[config.mk]
export PLATFORM = sky130hd
export DESIGN_NAME = mem_copy
export DESIGN_NICKNAME = d
export VERILOG_FILES = /design/src/rtl/mem_copy.sv
export SDC_FILE = /design/constraint.sdc
export NUM_CORES = 1
export LEC_CHECK = 0
export CORE_MARGIN = 3
export CORE_UTILIZATION = 30
export CTS_BUF_LIST = sky130_fd_sc_hd__clkbuf_4 sky130_fd_sc_hd__clkbuf_8
export DETAILED_ROUTE_END_ITERATION = 8
export GPL_TIMING_DRIVEN = 0
export PLACE_DENSITY_LB_ADDON = 0.05
export SETUP_SLACK_MARGIN = 0.5
export SYNTH_ARGS = -nofsm -noshare
export SYNTH_HDL_FRONTEND = slang
export SYNTH_SLANG_ARGS = --single-unit
[constraint.sdc]
create_clock -name clk -period 8.97 [get_ports clk]
set_input_delay 1.794 -clock clk [delete_from_list [all_inputs] [get_ports clk]]
set_output_delay 1.794 -clock clk [all_outputs]
set_load 0.02 [all_outputs]
[src/rtl/mem_copy.sv]
// mem_copy: single-channel word copier. Reads one word from the source
// range, writes it to the destination range, and repeats in ascending
// address order. Requests whose source or destination range runs past the
// end of memory are rejected with a one-cycle err pulse.
module mem_copy #(
    parameter int MEM_WORDS = 500,
    parameter int AW        = 16
) (
    input  logic          clk,
    input  logic          reset,
    input  logic          start,
    input  logic [AW-1:0] src,
    input  logic [AW-1:0] dst,
    input  logic [AW-1:0] len,
    input  logic [15:0]   mem_rdata,
    output logic [AW-1:0] mem_addr,
    output logic [15:0]   mem_wdata,
    output logic          mem_re,
    output logic          mem_we,
    output logic          busy,
    output logic          done,
    output logic          err,
    output logic [AW-1:0] count
);

    typedef enum logic [2:0] {
        IDLE  = 3'd0,
        READ  = 3'd1,
        WRITE = 3'd2,
        FIN   = 3'd3,
        FAIL  = 3'd4
    } state_t;

    // One extra bit so that address + length can never wrap around.
    localparam logic [AW:0] MEM_LIMIT = (AW+1)'(MEM_WORDS);

    state_t        state;
    state_t        state_nxt;
    logic [AW-1:0] src_l;
    logic [AW-1:0] dst_l;
    logic [AW-1:0] len_l;
    logic [15:0]   hold;
    logic [AW:0]   src_end;
    logic [AW:0]   dst_end;
    logic          range_bad;
    logic [AW-1:0] count_inc;
    logic          accept;

    assign src_end   = {1'b0, src} + {1'b0, len};
    assign dst_end   = {1'b0, dst} + {1'b0, len};
    assign range_bad = (src_end > MEM_LIMIT) || (dst_end > MEM_LIMIT);
    assign count_inc = count + 1'b1;
    assign accept    = (state == IDLE) && start;
    assign mem_wdata = hold;

    // State register; reset returns to IDLE regardless of the clock.
    always_ff @(posedge clk or posedge reset) begin
        if (reset) begin
            state <= IDLE;
        end else begin
            state <= state_nxt;
        end
    end

    // Words-written counter and read-data hold register.
    always_ff @(posedge clk or posedge reset) begin
        if (reset) begin
            count <= '0;
            hold  <= '0;
        end else begin
            if (accept) begin
                count <= '0;
            end else if (state == WRITE) begin
                count <= count_inc;
            end
            if (state == READ) begin
                hold <= mem_rdata;
            end
        end
    end

    // Request parameters are captured once at acceptance and then frozen.
    always_ff @(posedge clk) begin
        if (accept) begin
            src_l <= src;
            dst_l <= dst;
            len_l <= len;
        end
    end

    // Next-state selection and per-state memory/status outputs.
    always_comb begin
        state_nxt = state;
        mem_re    = 1'b0;
        mem_we    = 1'b0;
        mem_addr  = '0;
        done      = 1'b0;
        err       = 1'b0;
        busy      = (state != IDLE);
        case (state)
            IDLE: begin
                if (start) begin
                    if (range_bad) begin
                        state_nxt = FAIL;
                    end else if (len == '0) begin
                        state_nxt = FIN;
                    end else begin
                        state_nxt = READ;
                    end
                end
            end
            READ: begin
                mem_re    = 1'b1;
                mem_addr  = src_l + count;
                state_nxt = WRITE;
            end
            WRITE: begin
                mem_we    = 1'b1;
                mem_addr  = dst_l + count;
                state_nxt = (count_inc == len_l) ? FIN : READ;
            end
            FIN: begin
                done      = 1'b1;
                state_nxt = IDLE;
            end
            FAIL: begin
                err       = 1'b1;
                state_nxt = IDLE;
            end
            default: begin
                state_nxt = IDLE;
            end
        endcase
    end

endmodule

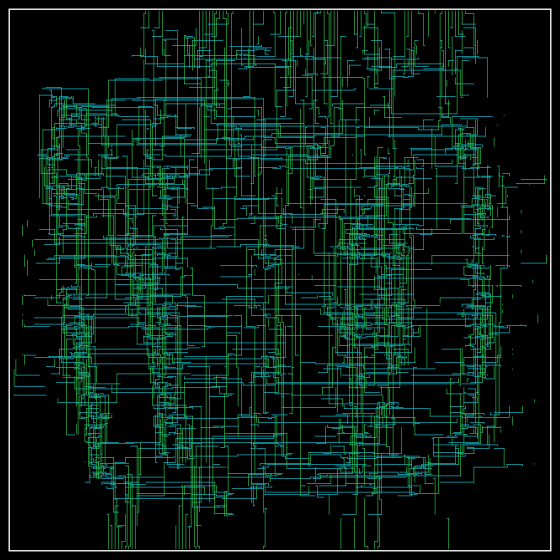
Run 1: routed metal, one colour a layer
Two of the layers only.
layer	colour	wire length
metal 1	cyan	8,330 um
metal 2	green	8,980 um

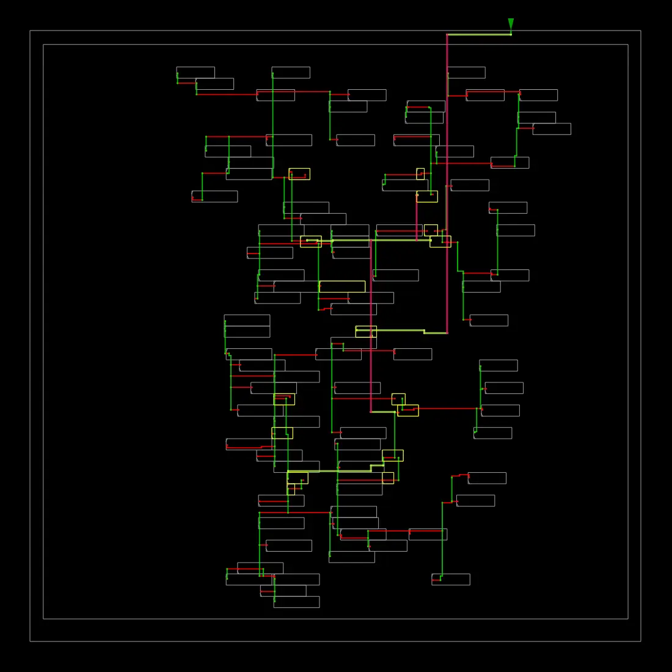
Run 1: the clock network
number of CTS-inserted buffers: 9
number of clock-tree buffers in the layout: 10
num sequential: 83

==> impl_metrics.json, run 1 <==
{
  "fin_util": 0.396,
  "path_max_fanout": 10,
  "yosys_area_um2": 6010,
  "grt_antenna_before_repair": 0,
  "irDropWorstVdd_v": 0.0000543,
  "worst_hold_slack_ns": 0.514,
  "top_signal_layer_used": "met4",
  "wl_met2_mm": 8.98,
  "groute.layer.met1.usage": 0.213,
  "drtAntennaViolNets": 0,
  "post_cts.repair.setup_buffers": 0,
  "p_clk_w": 0.000277,
  "grt.total_usage": 0.164,
  "setup_total_negative_slack_ns": 0,
  "pin_count_of_the_biggest_net_entering_global_routing": 48,
  "synth.top_cell.area_share": 0.240,
  "max-cap-violations": 0,
  "finalNetCount": 883,
  "critPathArrivalTime_ns": 5.16,
  "synthXorXnorAreaFrac": 0.0700,
  "setup_violators_final": 0,
  "fin_skew_ns": 0.0165,
  "fp_util": 0.307,
  "most_common_cell": "sky130_fd_sc_hd__nand2_1",
  "drt_drc_violations_left": 0,
  "maxSlewHeadroom": 0.490,
  "ys_top_cells_by_area": "sky130_fd_sc_hd__edfxtp_1 24%, sky130_fd_sc_hd__dfrtp_1 15%, sky130_fd_sc_hd__ha_1 10%",
  "synth_async_sr_flop_share": 0.422,
  "pg_seq_w": 0.000424,
  "adder_share": 0.110,
  "power.density_nw_per_um2": 117,
  "synth_stat.cells": 634,
  "route.final.wire_length_mm": 18.4,
  "power.leakage_nw": 3.12,
  "power.combinational.total_w": 0.000208,
  "met2_usage": 0.283,
  "outcome": "finished clean",
  "post_drt_via_cell_ratio": 5.16,
  "log.warning_count": 26,
  "antenna_cells_inserted": 0,
  "post_synth_ao_oa_area_fraction": 0.179,
  "grt_overflow_total": 0,
  "power_switching_w": 0.000260,
  "synthSimpleGateAreaFrac": 0.192,
  "clk_latency_ns": 0.35,
  "route.layer.met1.wl_mm": 8.33,
  "syn_nets": 752,
  "vias": 5339,
  "max_slew.worst_pin.slew_ns": 0.764,
  "die_w_um": 148,
  "synthMuxAreaShare": 0.0383,
  "power.group.top": "registers",
  "dp_hpwl_mm": 14.9,
  "drive_gt1_frac": 0.0649,
  "worst-setup-path-type": "reg -> out",
  "numSynthFlops": 83,
  "comb_power_share": 0.228,
  "hold_buffers": 0,
  "clock-root-buffer": "sky130_fd_sc_hd__clkbuf_8",
  "seq_power_share": 0.467,
  "die_area_um2": 21800,
  "fin_total_pwr_w": 0.000908,
  "grt.busiest_layer": "met2",
  "timing.final.hold_violations": 0,
  "placement_rows": 51,
  "synthesis.area_um2": 6010,
  "worst_endpoint_required_time_ns": 7.18,
  "number_of_global_route_vias_before_repair": 5264,
  "final_min_period_over_clock_period": 0.775,
  "synth_area_leader_cell": "sky130_fd_sc_hd__edfxtp_1",
  "clk_transition_reported_paths_ns": 0.09,
  "worst_setup_path_start_kind": "flip-flop",
  "unrepaired_setup_endpoints_after_global_routing": "no",
  "height_of_the_die_um": 148,
  "avgSynthCellArea_um2": 9.48,
  "drt-wirelength-per-cell_um": 17.8,
  "netSwitchingFraction": 0.286,
  "hold_path_class": "reg -> reg",
  "synth.top_cells.by_count": "84 x sky130_fd_sc_hd__nand2_1, 48 x sky130_fd_sc_hd__edfxtp_1, 48 x sky130_fd_sc_hd__ha_1",
  "met3_routing_resource_usage_after_global_routing": 0.0205,
  "number_of_warning_messages_in_the_yosys_log": 0,
  "yosys-dominant-comb-family": "simple AND/OR/NAND/NOR gates",
  "core_region_area_um2": 19600,
  "area.growth.synth_to_final_pct": 29.1,
  "cts_htree_levels": 3,
  "final_weighted_congestion_in_routability_driven_placement": 0.871,
  "pin_count": 120,
  "synthCells": 634,
  "enable_flop_cells": 48,
  "timing.final.crit_period_ns": 6.95,
  "synth_seq_share": 0.386,
  "clock_power_share": 0.305,
  "detail_route.first_pass.iterations": 5,
  "met3WireLength_um": 615,
  "first_pass_grt_wire_length_mm": 28.3,
  "port_buf_inserts": 119,
  "internal_power_w": 0.000648,
  "synth_cell_types": 66,
  "final-max-slew-violation-count": 0,
  "synthFlopType": "sky130_fd_sc_hd__edfxtp_1",
  "drt_iter0_drcs": 328,
  "cts.sinks": 83,
  "cts_tree": "yes",
  "worst_setup_path_end_kind": "output port",
  "cts-resized-gates": 0,
  "cts_buffer_depth": 2,
  "achievable-frequency_ghz": 0.144
}
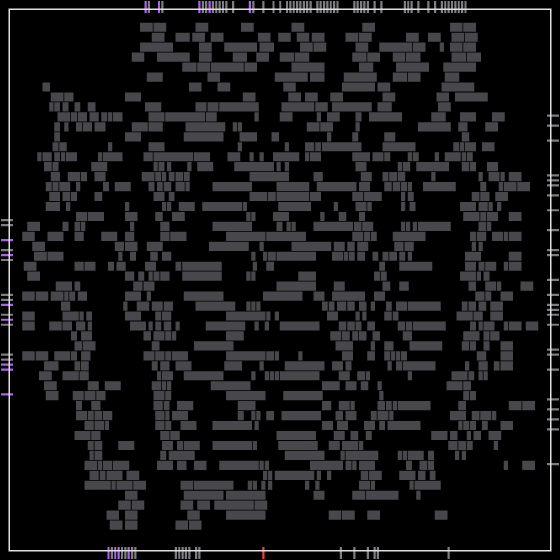
Run 1: pin placement
Pins as bars across the die edge, other pins in grey.
port	colour	pins	direction	edge
mem_we	red	1	output	bottom
dst	purple	16	input	7 left, 5 top, 4 bottom

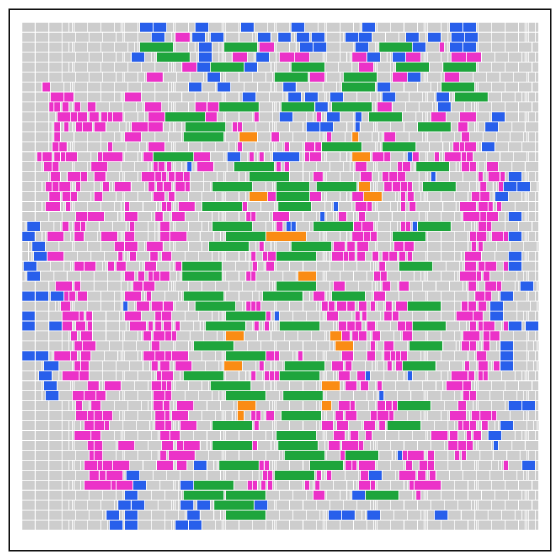
Run 1: cells coloured by class
Fill, decap, tap and diode cells in grey.
class	colour	cells
combinational and other logic	magenta	533
remaining buffers and delay cells	blue	138
clock drivers and dummy loads	orange	16
sequential cells	green	83

-- run 1: layout make-up --
type | instances | area, um^2
buffer | 18 | 76.3
multi-input combinational | 514 | 3540
tap | 265 | 332
clock buffer | 10 | 138
inverter | 19 | 71.3
fill | 1981 | 11800
clock inverter | 6 | 65.1
timing repair buffer | 120 | 1210
sequential | 83 | 2320
-- run 1: per-stage QoR --
step	cells	area [um^2]	setup WS [ns]
finish	1035	7750	2.02
global route	1035	7750	1.61
CTS	1035	7750	1.92
detailed placement	1019	7550	2.32
global placement	1018	7530	2.34
floorplan	634	6010	3.70
-- run 1: critical path, cell delays in order (launching register included) --
cell,delay [ns]
sky130_fd_sc_hd__dfrtp_1,0.41
sky130_fd_sc_hd__or3b_1,0.46
sky130_fd_sc_hd__clkbuf_1,0.30
sky130_fd_sc_hd__inv_2,0.27
sky130_fd_sc_hd__buf_1,0.55
sky130_fd_sc_hd__nand2_1,0.11
sky130_fd_sc_hd__nand2_1,0.10
sky130_fd_sc_hd__ha_1,0.17
sky130_fd_sc_hd__inv_1,0.06
sky130_fd_sc_hd__fa_1,0.37
sky130_fd_sc_hd__nor2b_1,0.16
sky130_fd_sc_hd__o21ai_1,0.10
sky130_fd_sc_hd__a21oi_1,0.21
sky130_fd_sc_hd__o21ai_1,0.16
sky130_fd_sc_hd__a211oi_1,0.36
sky130_fd_sc_hd__o31ai_1,0.16
sky130_fd_sc_hd__xor2_1,0.16
sky130_fd_sc_hd__nor2_1,0.09
sky130_fd_sc_hd__clkdlybuf4s50_1,0.61
-- run 1: worst paths after layout --
| kind | start | to | slack [ns] | cells after the start |
|---|---|---|---|---|
| max | state[0]$_DFFE_PP0P_ | mem_addr[14] | 2.02 | 18 |
| min | mem_wdata[11]$_DFFE_PP0P_ | mem_wdata[11]$_DFFE_PP0P_ | 0.51 | 1 |
| max reg2reg | count[2]$_DFFE_PP0P_ | state[1]$_DFFE_PP0P_ | 6.46 | 10 |
| min reg2reg | mem_wdata[11]$_DFFE_PP0P_ | mem_wdata[11]$_DFFE_PP0P_ | 0.51 | 1 |
| max in group asynchronous | reset | count[10]$_DFFE_PP0P_ | 6.58 | 2 |
| min in group asynchronous | reset | mem_wdata[4]$_DFFE_PP0P_ | 1.90 | 2 |
-- run 1: placed cells by master, fill, tap and decap left out, drive strengths merged, types with 4 or more instances in the layout --
cell           netlist  layout
a21oi               34      34
a211oi              11      11
mux2i                5       5
mux2                16      16
o21a                 5       5
o31ai                8       8
a21o                16      16
nor2b                5       5
o22ai                4       4
clkdlybuf4s50        0     119
nand2               84      84
buf                  4       5
xnor2               23      23
dfrtp               35      35
nand4               11      11
nand3               21      21
nor4                13      13
edfxtp              48      48
xor2                25      25
and2                11      11
o21bai               7       7
and3                 8       8
nor3b                6       6
clkbuf              14      24
nor3                15      15
o211ai               7       7
o21ai               40      40
a31oi                9       9
clkinv               0       4
inv                 19      19
ha                  48      48
nor2                36      36
or3                  6       6
-- run 1: flip-flops by register name, indices dropped and copies added (netlist names) --
| name | cells |
|---|---|
| state | 3 |
| count | 16 |
| src_l | 16 |
| mem_wdata | 16 |
| len_l | 16 |
| dst_l | 16 |
Run 1, logic cells by family:
Bar = 50 um.
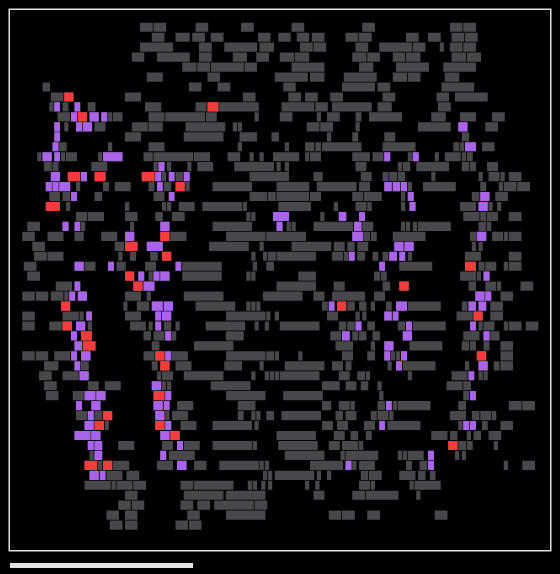

==> run 2: changes to the inputs <==
==> constraint.sdc (replaced) <==
create_clock -name clk -period 6.53 [get_ports clk]
set_input_delay 1.306 -clock clk [delete_from_list [all_inputs] [get_ports clk]]
set_output_delay 1.306 -clock clk [all_outputs]
set_load 0.02 [all_outputs]
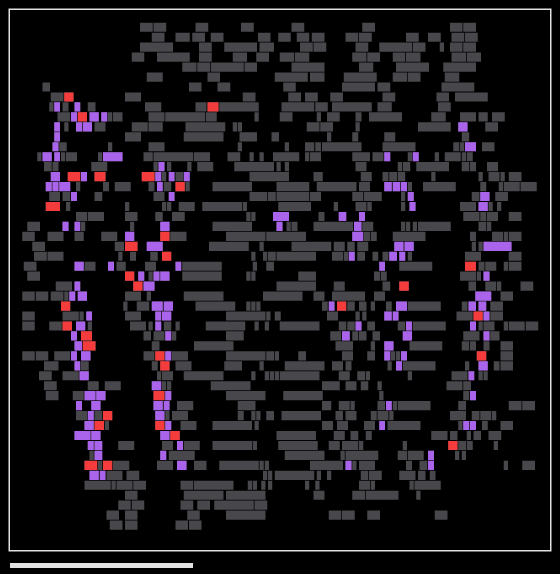
Run 2: logic cells by family
Bar = 50 um.
family	colour	cells
aoi and oai cells	purple	131
non-inverting ao/oa cells	red	32

==> run 2 against run 1 <==
Against the previous run:
- routed wire length increased by 0.14%
- worst setup slack got worse by 1.3 ns
- critical path type unchanged
- total power increased by 37%
- area after synthesis unchanged
==> impl_metrics.json, run 2 <==
{
  "drt-wirelength-per-cell_um": 17.8,
  "first_pass_grt_wire_length_mm": 28.4,
  "clk_transition_reported_paths_ns": 0.09,
  "final-max-slew-violation-count": 0,
  "layout.cells.most_common_list": "116 x sky130_fd_sc_hd__clkdlybuf4s50_1, 84 x sky130_fd_sc_hd__nand2_1, 48 x sky130_fd_sc_hd__ha_1, 48 x sky130_fd_sc_hd__edfxtp_1, 36 x sky130_fd_sc_hd__nor2_1",
  "clk_latency_ns": 0.35,
  "synth_seq_share": 0.386,
  "critPathArrivalTime_ns": 4.48,
  "setup_total_negative_slack_ns": 0,
  "grt_antenna_before_repair": 0,
  "critical_path.endpoint": "mem_addr[15]",
  "max-cap-violations": 0,
  "enable_flop_cells": 48,
  "most_common_cell": "sky130_fd_sc_hd__nand2_1",
  "pin_count": 120,
  "synth.top_cell.area_share": 0.240,
  "synth.top_cells.by_count": "84 x sky130_fd_sc_hd__nand2_1, 48 x sky130_fd_sc_hd__edfxtp_1, 48 x sky130_fd_sc_hd__ha_1",
  "worst_setup_path_end_kind": "output port",
  "detailed_place.area_um2": 7550,
  "worst_hold_path.num_cells": 1,
  "crit_top_cell": "sky130_fd_sc_hd__nand2_1",
  "synthesis.area_um2": 6010,
  "worst-setup-path-type": "reg -> out",
  "path_max_fanout": 10,
  "vias": 5336,
  "detail_route.first_pass.iterations": 4,
  "final_common_cell": "sky130_fd_sc_hd__clkdlybuf4s50_1",
  "log.warning_count": 27,
  "drt_iter0_drcs": 310,
  "unrepaired_setup_endpoints_after_global_routing": "yes",
  "antenna_cells_inserted": 0,
  "cts_buffer_depth": 2,
  "numSynthFlops": 83,
  "internal_power_w": 0.000891,
  "yosys_area_um2": 6010,
  "cts.sinks": 83,
  "synth_area_leader_cell": "sky130_fd_sc_hd__edfxtp_1",
  "height_of_the_die_um": 148,
  "fp_util": 0.307,
  "crit_cells": 17,
  "finalNetCount": 884,
  "worst_setup_path_startpoint": "state[0]$_DFFE_PP0P_",
  "clock_power_share": 0.304,
  "die_w_um": 148,
  "synth_cell_types": 66,
  "syn_nets": 752,
  "drtAntennaViolNets": 0,
  "netSwitchingFraction": 0.286,
  "core_region_area_um2": 19600,
  "reg2reg_setup_slack_ns": 4.02,
  "area.growth.synth_to_final_pct": 29.8,
  "crit_chain": "or3b_1 -> buf_2 -> inv_4 -> buf_2 -> nand2_1 -> nand2_1 -> ha_1 -> a21oi_1 -> and3_1 -> a21oi_1 -> o31ai_4 -> nand2_1 -> o211ai_1 -> buf_4 -> xor2_1 -> a22o_1 -> clkdlybuf4s50_1",
  "placement_rows": 51,
  "hold_buffers": 0,
  "fin_skew_ns": 0.0153,
  "setup_violators_final": 0,
  "max_slew.worst_pin.slew_ns": 0.765,
  "hold_path_class": "reg -> reg",
  "die_area_um2": 21800,
  "synth_async_sr_flop_share": 0.422,
  "r2r-start": "count[2]$_DFFE_PP0P_",
  "route.final.wire_length_mm": 18.4,
  "comb_power_share": 0.229,
  "maxSlewHeadroom": 0.489,
  "crit_path_max_incr_delay_ns": 0.61,
  "achievable-frequency_ghz": 0.173,
  "irDropWorstVdd_v": 0.0000747,
  "power_switching_w": 0.000357,
  "final_min_period_over_clock_period": 0.887,
  "power.density_nw_per_um2": 160,
  "drive_gt1_frac": 0.0739,
  "cts_tree": "yes",
  "worst_setup_path_start_kind": "flip-flop",
  "timing.rr.end": "state[1]$_DFFE_PP0P_",
  "seq_power_share": 0.467,
  "worst_endpoint_required_time_ns": 5.22,
  "power.leakage_nw": 3.19,
  "synthFlopType": "sky130_fd_sc_hd__edfxtp_1",
  "cpMaxStageDelayCell": "sky130_fd_sc_hd__clkdlybuf4s50_1",
  "grt_overflow_total": 0,
  "number_of_global_route_vias_before_repair": 5278,
  "reg2reg_depth": 10,
  "synthCells": 634,
  "dp_hpwl_mm": 14.9,
  "finalInstanceArea_um2": 7800,
  "critical_path_buffers_and_inverters": 5,
  "outcome": "finished clean",
  "pin_count_of_the_biggest_net_entering_global_routing": 48,
  "cts_htree_levels": 3,
  "number_of_warning_messages_in_the_yosys_log": 0,
  "largest_delay_share_family_worst_path": "buffers and inverters",
  "ys_top_cells_by_area": "sky130_fd_sc_hd__edfxtp_1 24%, sky130_fd_sc_hd__dfrtp_1 15%, sky130_fd_sc_hd__ha_1 10%",
  "cts-buffers-inserted": 9,
  "timing.final.crit_period_ns": 5.79,
  "clock-root-buffer": "sky130_fd_sc_hd__clkbuf_8",
  "timing.final.hold_violations": 0,
  "synth_stat.cells": 634,
  "grt.total_usage": 0.165,
  "drt_drc_violations_left": 0,
  "final_weighted_congestion_in_routability_driven_placement": 0.871,
  "avgSynthCellArea_um2": 9.48,
  "post_drt_via_cell_ratio": 5.15,
  "port_buf_inserts": 119
}
run 2: kinds of logic after synthesis:
| logic type | count (synthesis) | synth area share |
|---|---|---|
| and+or+nand+nor | 231 | 0.192 |
| AOI/OAI and AO/OA | 163 | 0.179 |
| DFF | 83 | 0.386 |
| adders and majority gates | 51 | 0.110 |
| xor gates and xnor gates | 48 | 0.0700 |
| buffers and inverters | 37 | 0.0246 |
| muxes | 21 | 0.0383 |
run 2: worst min-delay path by stage:
stage / start / end / slack, ns
floorplan: mem_wdata[0]$_DFFE_PP0P_ / mem_wdata[0]$_DFFE_PP0P_ / 0.64
global placement: mem_wdata[6]$_DFFE_PP0P_ / mem_wdata[6]$_DFFE_PP0P_ / 0.49
detailed placement: mem_wdata[13]$_DFFE_PP0P_ / mem_wdata[13]$_DFFE_PP0P_ / 0.50
CTS: mem_wdata[14]$_DFFE_PP0P_ / mem_wdata[14]$_DFFE_PP0P_ / 0.52
global route: mem_wdata[11]$_DFFE_PP0P_ / mem_wdata[11]$_DFFE_PP0P_ / 0.54
finish: mem_wdata[14]$_DFFE_PP0P_ / mem_wdata[14]$_DFFE_PP0P_ / 0.51
run 2: power groups by stage:
stage | clock, W | sequential [W] | combinational, W
finish | 0.000380 | 0.000582 | 0.000286
global placement | 0 | 0.000595 | 0.000277
detailed placement | 0 | 0.000594 | 0.000284
global route | 0.000414 | 0.000584 | 0.000314
floorplan | 0 | 0.000593 | 0.000176
CTS | 0.000392 | 0.000583 | 0.000285
run 2: layer usage:
metal	vias up	part of all wire	track usage
met5	-	0	0
met4	0	0.024	0.0522
met3	22	0.028	0.0205
met2	114	0.49	0.286
met1	2562	0.46	0.213
li1	2638	-	-
run 2: area by class of cell:
cell class                      instances  area, um^2
Fill cell                            1975       11800
Clock buffer                           10         138
Multi-Input combinational cell        514        3560
Timing Repair Buffer                  121        1230
Tap cell                              265         332
Inverter                               19        73.8
Sequential cell                        83        2320
Buffer                                 18        83.8
Clock inverter                          6        65.1
run 2: repair_timing:
item / 4_1_cts / 5_1_grt
pin swaps: 0 / 1
resized: 8 / 5
setup endpoints to repair: 6 / 5
buffers inserted: 0 / 1
run 2: through the flow:
stage           util  setup WS (ns)  cells  total power (W)  hold WS [ns]
2_1_floorplan      -           1.75    634         0.000769         0.636
3_3_place_gp   0.384          0.389   1018         0.000872         0.491
3_5_place_dp   0.385          0.369   1019         0.000878         0.499
4_1_cts        0.397          0.572   1035          0.00126         0.519
5_1_grt        0.398          0.484   1036          0.00131         0.536
6_report       0.398          0.740   1036          0.00125         0.514
Run 2, the clock network:
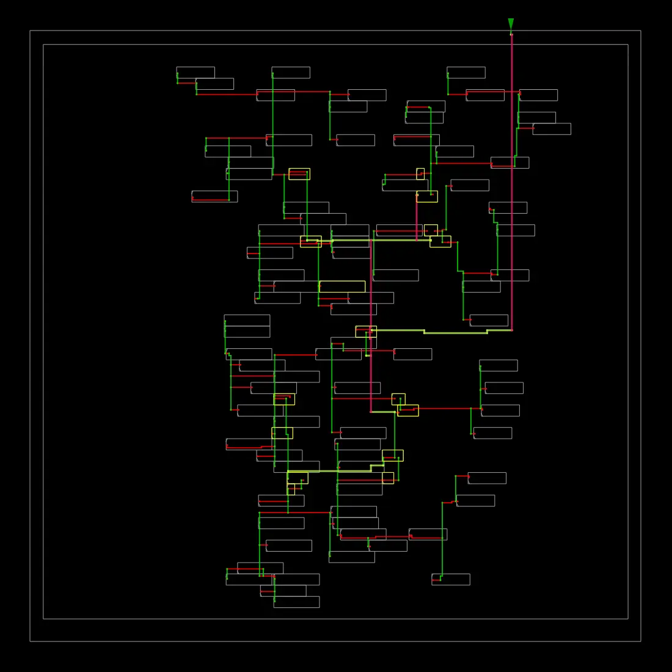

==> run 3: changes to the inputs <==
--- a/config.mk
+++ b/config.mk
@@ -6,7 +6,7 @@
 export NUM_CORES = 1
 export LEC_CHECK = 0
 export CORE_MARGIN = 3
-export CORE_UTILIZATION = 30
+export CORE_UTILIZATION = 25
 export CTS_BUF_LIST = sky130_fd_sc_hd__clkbuf_4 sky130_fd_sc_hd__clkbuf_8
 export DETAILED_ROUTE_END_ITERATION = 8
 export GPL_TIMING_DRIVEN = 0
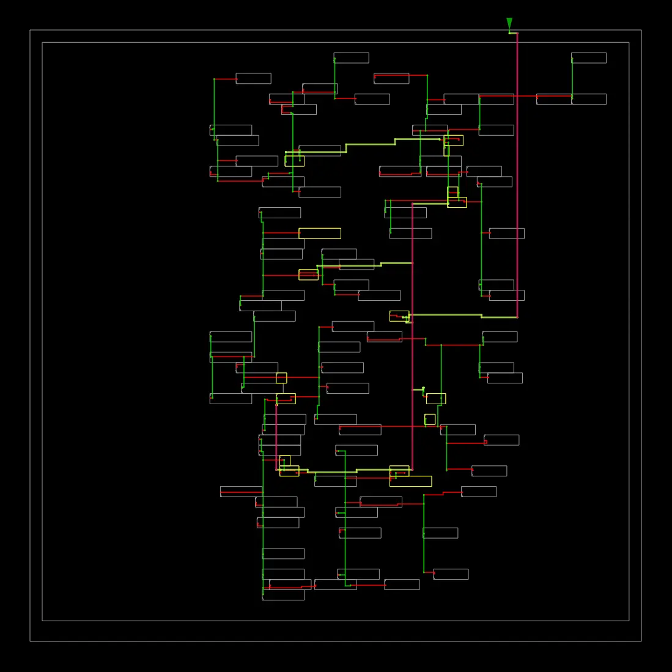
Run 3: the clock network
skew final: 0.0149 ns
power dissipated in the clock network: 0.000419 W

==> run 3 against run 2 <==
Against the previous run:
- count of clock-buffer cells in the layout increased by 1
- clock skew about the same
- maximum frequency decreased by 2.4%
- sequential share of layout area decreased by 0.28 points
- first-iteration DRC count increased by 13%
- combinational power about the same
- via count decreased by 1.5%
- area after synthesis unchanged
- core utilization decreased by 6.4 points
- register-to-register slack got worse by 0.08 ns
- critical path depth increased by 1
==> impl_metrics.json, run 3 <==
{
  "outcome": "finished clean",
  "worst_setup_path_startpoint": "state[0]$_DFFE_PP0P_",
  "crit_path_max_incr_delay_ns": 0.61,
  "antenna_cells_inserted": 0,
  "route.final.wire_length_mm": 19.6,
  "clk_transition_reported_paths_ns": 0.09,
  "clk_latency_ns": 0.37,
  "final_min_period_over_clock_period": 0.908,
  "synth_async_sr_flop_share": 0.422,
  "ys_top_cells_by_area": "sky130_fd_sc_hd__edfxtp_1 24%, sky130_fd_sc_hd__dfrtp_1 15%, sky130_fd_sc_hd__ha_1 10%",
  "worst_setup_path_end_kind": "output port",
  "power.leakage_nw": 3.19,
  "synthCells": 634,
  "r2r-start": "count[2]$_DFFE_PP0P_",
  "fp_util": 0.255,
  "setup_violators_final": 0,
  "final-max-slew-violation-count": 0,
  "drt_iter0_drcs": 351,
  "first_pass_grt_wire_length_mm": 30.5,
  "power.density_nw_per_um2": 164,
  "worst-setup-path-type": "reg -> out",
  "cts_tree": "yes",
  "grt_antenna_before_repair": 0,
  "layout.cells.most_common_list": "116 x sky130_fd_sc_hd__clkdlybuf4s50_1, 84 x sky130_fd_sc_hd__nand2_1, 48 x sky130_fd_sc_hd__ha_1, 48 x sky130_fd_sc_hd__edfxtp_1, 36 x sky130_fd_sc_hd__nor2_1",
  "cts_htree_levels": 3,
  "area.growth.synth_to_final_pct": 31.0,
  "cts.sinks": 83,
  "timing.rr.end": "state[1]$_DFFE_PP0P_",
  "synth_seq_share": 0.386,
  "fillCellCount": 2467,
  "clock-root-buffer": "sky130_fd_sc_hd__clkbuf_8",
  "enable_flop_cells": 48,
  "achievable-frequency_ghz": 0.169,
  "drive_gt1_frac": 0.0714,
  "post_drt_via_cell_ratio": 4.83,
  "path_max_fanout": 10,
  "reg2reg_setup_slack_ns": 3.94,
  "synth_cell_types": 66,
  "max-cap-violations": 0,
  "placement_rows": 56,
  "numSynthFlops": 83,
  "synth_stat.cells": 634,
  "post_cts.repair.setup_buffers": 0,
  "crit_chain": "or3b_1 -> buf_2 -> inv_4 -> buf_4 -> nand2_1 -> nand2_1 -> ha_1 -> inv_1 -> fa_1 -> nor2b_1 -> o21ai_1 -> a21oi_1 -> o21ai_1 -> a211oi_2 -> o31ai_1 -> xor2_1 -> nor2_1 -> clkdlybuf4s50_1",
  "setup_total_negative_slack_ns": 0,
  "synth_area_leader_cell": "sky130_fd_sc_hd__edfxtp_1",
  "syn_nets": 752,
  "die_w_um": 161,
  "worst_setup_path_start_kind": "flip-flop",
  "max_slew.worst_pin.slew_ns": 0.774,
  "number_of_global_route_vias_before_repair": 5392,
  "hold_path_class": "reg -> reg",
  "cts-buffers-inserted": 9,
  "top_signal_layer_used": "met4",
  "synthFlopType": "sky130_fd_sc_hd__edfxtp_1",
  "cts_buffer_depth": 2,
  "drt-wirelength-per-cell_um": 18.0,
  "most_common_cell": "sky130_fd_sc_hd__nand2_1",
  "dp_hpwl_mm": 16.0,
  "vias": 5255,
  "number_of_warning_messages_in_the_yosys_log": 0,
  "timing.final.hold_violations": 0,
  "synth.top_cell.area_share": 0.240,
  "wl_met2_mm": 9.66
}
==> run 3: layout make-up <==
class | count | area (um^2) | share of cell area
Multi-Input combinational cell | 514 | 3550 | 0.451
Sequential cell | 83 | 2320 | 0.294
Timing Repair Buffer | 120 | 1230 | 0.156
Tap cell | 319 | 399 | 0.0507
Clock buffer | 11 | 139 | 0.0176
Buffer | 18 | 83.8 | 0.0107
Clock inverter | 5 | 78.8 | 0.0100
Inverter | 19 | 73.8 | 0.00938
==> run 3: worst min path at each step <==
| stage | from | endpoint | slack [ns] | cells past startpoint |
|---|---|---|---|---|
| after floorplan | mem_wdata[0]$_DFFE_PP0P_ | mem_wdata[0]$_DFFE_PP0P_ | 0.64 | 1 |
| after detailed placement | mem_wdata[8]$_DFFE_PP0P_ | mem_wdata[8]$_DFFE_PP0P_ | 0.50 | 1 |
| after CTS | mem_wdata[5]$_DFFE_PP0P_ | mem_wdata[5]$_DFFE_PP0P_ | 0.52 | 1 |
| after global placement | mem_wdata[10]$_DFFE_PP0P_ | mem_wdata[10]$_DFFE_PP0P_ | 0.49 | 1 |
| final | mem_wdata[7]$_DFFE_PP0P_ | mem_wdata[7]$_DFFE_PP0P_ | 0.51 | 1 |
| after global routing | mem_wdata[7]$_DFFE_PP0P_ | mem_wdata[7]$_DFFE_PP0P_ | 0.53 | 1 |
==> run 3: cells by family after synthesis <==
family | synth area share
AND-OR/OR-AND | 0.179
XOR/XNOR | 0.0700
adder cells (fa/ha/maj) | 0.110
buffers and inverters | 0.0246
flip-flops | 0.386
multiplexers | 0.0383
AND/OR/NAND/NOR | 0.192
==> run 3: per-stage QoR <==
step / worst slack, ns / util / area (um^2) / total power, W / hold WS, ns
floorplan: 1.75 / - / 6010 / 0.000769 / 0.636
global placement: 0.304 / 0.323 / 7600 / 0.000878 / 0.493
detailed placement: 0.289 / 0.324 / 7630 / 0.000883 / 0.501
CTS: 0.535 / 0.334 / 7860 / 0.00131 / 0.520
global route: 0.262 / 0.334 / 7870 / 0.00136 / 0.530
finish: 0.599 / 0.334 / 7870 / 0.00129 / 0.515
==> run 3: metal layers <==
| metal | up-vias | track usage |
|---|---|---|
| li1 | 2632 | - |
| met5 | - | 0 |
| met2 | 96 | 0.259 |
| met4 | 0 | 0.0426 |
| met1 | 2506 | 0.200 |
| met3 | 21 | 0.0210 |
==> run 3: power by group <==
group / switching [W] / internal (W)
combinational: 0.000161 / 0.000128
sequential: 0.00000615 / 0.000576
clock: 0.000196 / 0.000223
==> run 3: repair_timing <==
item,4_1_cts,5_1_grt
pin swaps,2,0
hold buffers,0,0
gates cloned,0,0
endpoints found under the setup margin,6,5
gates resized,8,4
Power and IR drop assume default switching activity.
